==> config.mk <==
export PLATFORM = sky130hd
export DESIGN_NAME = ball_seq_tx_flat
export DESIGN_NICKNAME = d
export VERILOG_FILES = /design/src/rtl/ball_seq_tx_if.sv /design/src/rtl/ball_seq_tx.sv /design/src/flat_wrapper.sv
export SDC_FILE = /design/constraint.sdc
export NUM_CORES = 1
export LEC_CHECK = 0
export ABC_AREA = 1
export CORE_ASPECT_RATIO = 1.2
export CORE_MARGIN = 1
export CORE_UTILIZATION = 48
export CTS_CLUSTER_SIZE = 12
export DETAILED_ROUTE_END_ITERATION = 10
export GPL_TIMING_DRIVEN = 0
export PLACE_DENSITY = 0.79
export SLEW_MARGIN = 20
export SYNTH_ARGS = -nofsm -noshare
export SYNTH_HDL_FRONTEND = slang
export SYNTH_SLANG_ARGS = --single-unit
==> constraint.sdc <==
create_clock -name clk -period 2.09 [get_ports clk]
set_input_delay 0.3135 -clock clk [delete_from_list [all_inputs] [get_ports clk]]
set_output_delay 0.3135 -clock clk [all_outputs]
set_load 0.01 [all_outputs]
Figure 1. Placed standard cells (run 1).
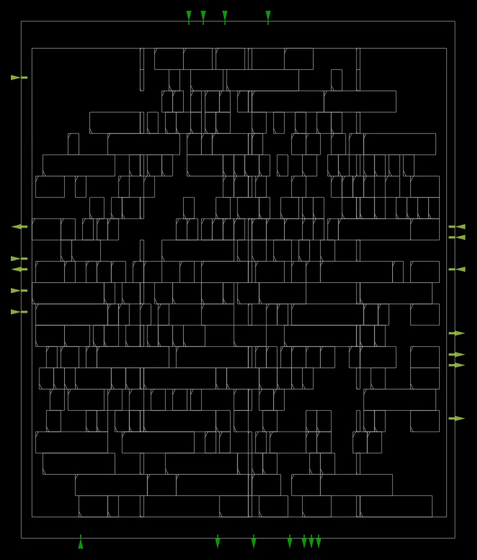
final sequential cell count: 27
sequential share of cell area: 34.7%
number of filler cells placed in the layout: 293
total number of placement rows: 22

Figure 2. Wire density map (run 1).
Drawn at 4 px/µm. 11 x 13 tiles, from dark purple (low) to yellow (high), scaled to the fullest tile. Values are wire area over tile area, all layers added.
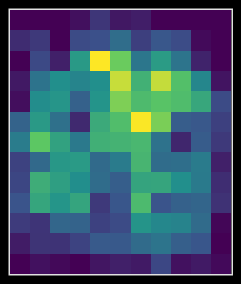
tiles over half the peak	26%
mean over tiles	0.14
nearly empty tiles	11%
emptiest ninth of the die	north-west
densest ninth of the die	centre
vias: 1434
detailed-route wire length per cell: 11.3 µm
Detailed Route WL: 3.20 mm

Figure 3. Zoomed window (run 1).
Window x 13 to 43, y 18 to 48 µm. Cells in grey, sequential cells in the stronger grey; small squares are vias.
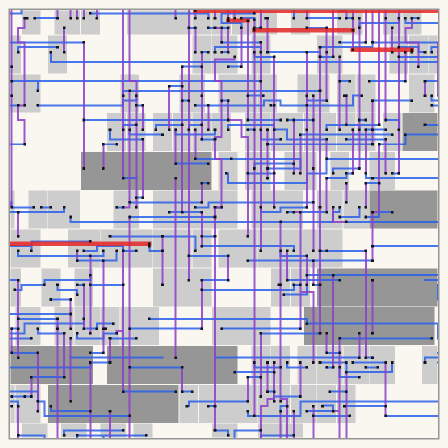
colour	layer
red	met3
purple	met2
blue	met1
sequential cells in the window	7
most frequent	nand2_1 (22), inv_1 (13), nand3_1 (10)
cells with their middle in the window	93

==> GITHUB_STEP_SUMMARY, run 1 <==
### Flow metrics

| Metric | Value |
|---|---|
| Main area contributors | sky130_fd_sc_hd__dfrtp_1 (41%), sky130_fd_sc_hd__nand2_1 (11%), sky130_fd_sc_hd__inv_1 (8.9%) |
| YS chip area | 1640 µm² |
| Grt ovf | 0 |
| Number of CTS-inserted buffers | 3 |
| Number of cells on the worst reg-to-reg path | 7 |
| Buffers from clock root to sink, at most | 2 |
| Result of the run | finished clean |
| Initial antenna violation count | 0 |
| Drc violations | 0 |
| Required time at the worst-slack endpoint | 1.78 ns |
| Most area-hungry cell type in the Yosys netlist | sky130_fd_sc_hd__dfrtp_1 |
| Clock-pin slew of the registers on the worst-case setup and hold paths | 0.16 ns |
| DIE AREA | 3650 µm² |
| Worst-Margin Slew | 0.563 ns |
| Final HPWL DP | 2.43 mm |
| Placer congestion estimate | 0.882 |
| Core Region | 3170 µm² |
| Kind of capture point of the worst setup path | primary output |
| Async set-or-reset flop fraction in the synthesized netlist | 100% |
| Overall power of the completed layout | 2.28 mW |
| Setup repair after global routing missed its margin | no |
| Post-synthesis sequential area ratio | 41.2% |
| Flop2flop setup slack | 0.70 ns |
| Sinks on Clock Net | 27 |
| Maximum clock frequency | 594 MHz |
| Number of hold buffers added after CTS | 0 |
| Flip-flops with a built-in enable | 0 |
| Mean instance size in the synthesized netlist | 7.45 µm² |
| Violation count after the first detailed-routing iteration | 44 |
| Delay of the slowest critical-path stage | 0.57 ns |
run 1: power by group:
part | switching (mW) | internal (mW)
Clock | 0.165 | 0.0731
Sequential | 0.155 | 0.708
Combinational | 0.714 | 0.470
Total | 1.03 | 1.25
run 1: layout by cell type (no fill, tap or decap), drive strengths merged:
cell type / instances
nand3: 28
inv: 41
nand2: 50
nor3: 4
o22ai: 1
nand4: 3
buf: 3
o21ai: 24
ha: 5
clkbuf: 3
dfrtp: 27
clkdlybuf4s50: 23
nor2: 24
o32ai: 1
a21oi: 9
clkinvlp: 1
run 1: kinds of logic after synthesis:
logic type      share of synthesized area (%)
fa+ha+maj                                3.82
buf+inv                                  11.5
compound gates                           12.4
flops                                    41.2
simple gates                             31.1
run 1: stage by stage:
| step | hold WS, ns | instances | util [%] | instance area (µm²) | worst slack, ns |
|---|---|---|---|---|---|
| 5_1_grt | 0.375 | 283 | 61.4 | 1940 | 0.341 |
| 3_3_place_gp | 0.465 | 279 | 60.5 | 1910 | 0.357 |
| 4_1_cts | 0.508 | 283 | 61.4 | 1940 | 0.399 |
| 6_report | 0.331 | 283 | 61.4 | 1940 | 0.405 |
| 3_5_place_dp | 0.467 | 279 | 60.5 | 1910 | 0.349 |
| 2_1_floorplan | 0.366 | 220 | - | 1640 | 0.885 |
run 1: layer usage:
metal  vias up  track usage, %  wire length [µm]
met5         -               0                 0
met4         0            4.69                27
met3         2            2.35               110
met2        25            36.6              1530
met1       651            22.8              1540
li1        756               -                 -
run 1: layout make-up:
cell class,instances,area (µm²)
clock buffers,3,22.5
flip-flops and latches,27,676
fillers,293,1220
inverters,41,154
multi-input cells,149,776
clock inverters,1,7.51
repair buffers,23,230
well taps,36,45.0
plain buffers,3,33.8
Figure 4. Metal layers overlaid (run 1).
Drawn at 6 px/µm. Only two layers are drawn.
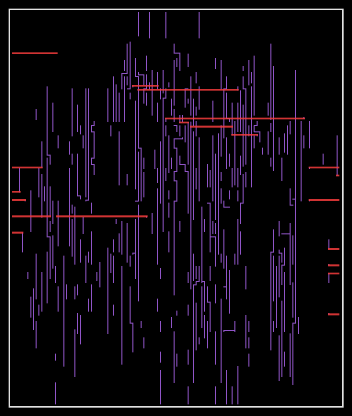

==> run 1 -> run 2 <==
Settings changed: PLACE_DENSITY 0.79 to 0.82.
Clock period 2.09 ns to 1.41 ns, I/O delays scaled along.
Figure 5. Metal layers overlaid (run 2).
Drawn at 6 px/µm. Only two layers are drawn.
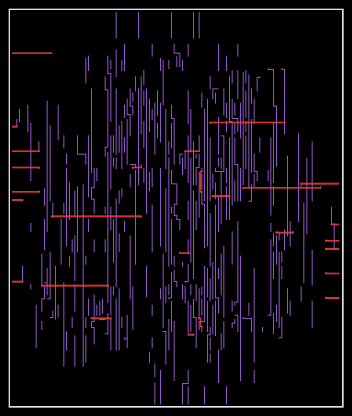
colour	layer	wire length
purple	met2	1700 µm
red	met3	111 µm
vias: 1534
Detailed Route WL: 3.44 mm

Figure 6. Wire density map (run 2).
Drawn at 4 px/µm. 11 x 13 tiles, from dark purple (low) to yellow (high), scaled to the fullest tile. Values are wire area over tile area, all layers added.
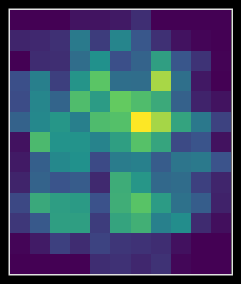
fullest tile	0.50
mean over tiles	0.15
densest ninth of the die	centre
emptiest ninth of the die	north-east
overall track demand over capacity in global routing: 19.3%
detailed-route wire length per cell: 11.7 µm

==> run 2 against run 1 <==
  * Register-to-register slack worse by 0.65 ns
  * Clock power up 46%
  * Clock-buffer cell count unchanged
  * Synthesized cell count unchanged
  * First-iteration DRC count up 9.1%
  * Core utilization up 4.0 points
  * Sequential power up 48%
  * Die area unchanged
  * Hold slack worse by 0.099 ns
  * Critical path type is now flop to flop
  * Largest cell class unchanged
==> GITHUB_STEP_SUMMARY, run 2 <==
### Flow metrics

| Metric | Value |
|---|---|
| Result of the run | finished clean |
| Most area-hungry cell type in the Yosys netlist | sky130_fd_sc_hd__dfrtp_1 |
| Length of routed wiring on met1 | 1.58 mm (+3.2%) |
| Number of filler cells placed in the layout | 282 (-3.8%) |
| Post-synthesis sequential area ratio | 41.2% (unchanged) |
| Kind of capture point of the worst setup path | flop |
| Gate Area | 810 µm² (+4.4%) |
| Buffers from clock root to sink, at most | 2 (unchanged) |
| Leading cell types in the layout, fill and taps excluded | sky130_fd_sc_hd__nand2_1 (44), sky130_fd_sc_hd__inv_1 (35), sky130_fd_sc_hd__nand3_1 (25), sky130_fd_sc_hd__dfrtp_1 (25), sky130_fd_sc_hd__nor2_1 (18) |
| Number of hold buffers added after CTS | 0 (unchanged) |
| Core Region | 3170 µm² (unchanged) |
| Initial antenna violation count | 0 (unchanged) |
| Async set-or-reset flop fraction in the synthesized netlist | 100% (unchanged) |
| Flip-flop and latch area | 678 µm² (+0.37%) |
| DIE AREA | 3650 µm² (unchanged) |
| Number of cells on the worst reg-to-reg path | 5 (-2) |
| Non-Filler Cell Area, Final | 2070 µm² (+6.6%) |
| Setup repair after global routing missed its margin | yes |
| Clock-pin slew of the registers on the worst-case setup and hold paths | 0.16 ns (about the same) |
| Flip-flops with a built-in enable | 0 (unchanged) |
| Flop2flop setup slack | 0.05 ns (-0.65 ns) |
| Number of CTS-inserted buffers | 3 (unchanged) |
| Mean instance size in the synthesized netlist | 7.45 µm² (unchanged) |
| Amount of wire on met2 after detailed routing | 1.70 mm (+11%) |
| Post-layout util | 65.5% (+4.0 points) |
| YS chip area | 1640 µm² (unchanged) |
| Grt ovf | 0 (unchanged) |
==> run 2: stage by stage <==
step | worst slack, ns | hold WS (ns)
2_1_floorplan | 0.205 | 0.264
6_report | 0.0492 | 0.233
4_1_cts | 0.0214 | 0.456
3_5_place_dp | -0.217 | 0.471
5_1_grt | -0.0387 | 0.289
3_3_place_gp | -0.217 | 0.464
==> run 2: cells by family (layout without fill, tap and decap cells) <==
family / count (synthesis) / count (layout) / synth area share, %
AND-OR/OR-AND: 35 / 35 / 12.4
adder cells (fa/ha/maj): 5 / 5 / 3.82
buffers and inverters: 44 / 83 / 11.5
flip-flops: 27 / 27 / 41.2
AND/OR/NAND/NOR: 109 / 109 / 31.1
==> run 2: worst max-delay path: stages (launching register included) <==
cell	delay, ns
sky130_fd_sc_hd__dfrtp_1	0.43
sky130_fd_sc_hd__buf_4	0.13
sky130_fd_sc_hd__nand3_2	0.12
sky130_fd_sc_hd__buf_8	0.17
sky130_fd_sc_hd__buf_6	0.14
sky130_fd_sc_hd__o32ai_2	0.29
==> run 2: cell type report <==
type / instances / area share (%)
multi-input cells: 149 / 39.1
flip-flops and latches: 27 / 32.7
repair buffers: 35 / 15.3
inverters: 41 / 7.55
well taps: 36 / 2.17
plain buffers: 3 / 1.81
clock buffers: 3 / 1.09
clock inverters: 1 / 0.242
==> run 2: layer usage <==
layer,up-vias,global-route usage [%]
met2,37,35.2
li1,783,-
met3,4,1.96
met5,-,0
met1,710,24.3
met4,0,5.00
==> run 2: report_power, final <==
| group | switching (mW) | total, mW | internal, mW | leakage [nW] |
|---|---|---|---|---|
| registers | 0.228 | 1.28 | 1.05 | 0.349 |
| logic | 1.19 | 2.03 | 0.836 | 0.730 |
| clock network | 0.240 | 0.347 | 0.106 | 0.0177 |
==> run 2: timing repair <==
action	CTS	global route
setup endpoints to repair	12	16
endpoints found under the hold margin	0	0
gates resized	13	16
pin swaps	0	3
setup buffers	7	5
Power and IR drop assume default switching activity.
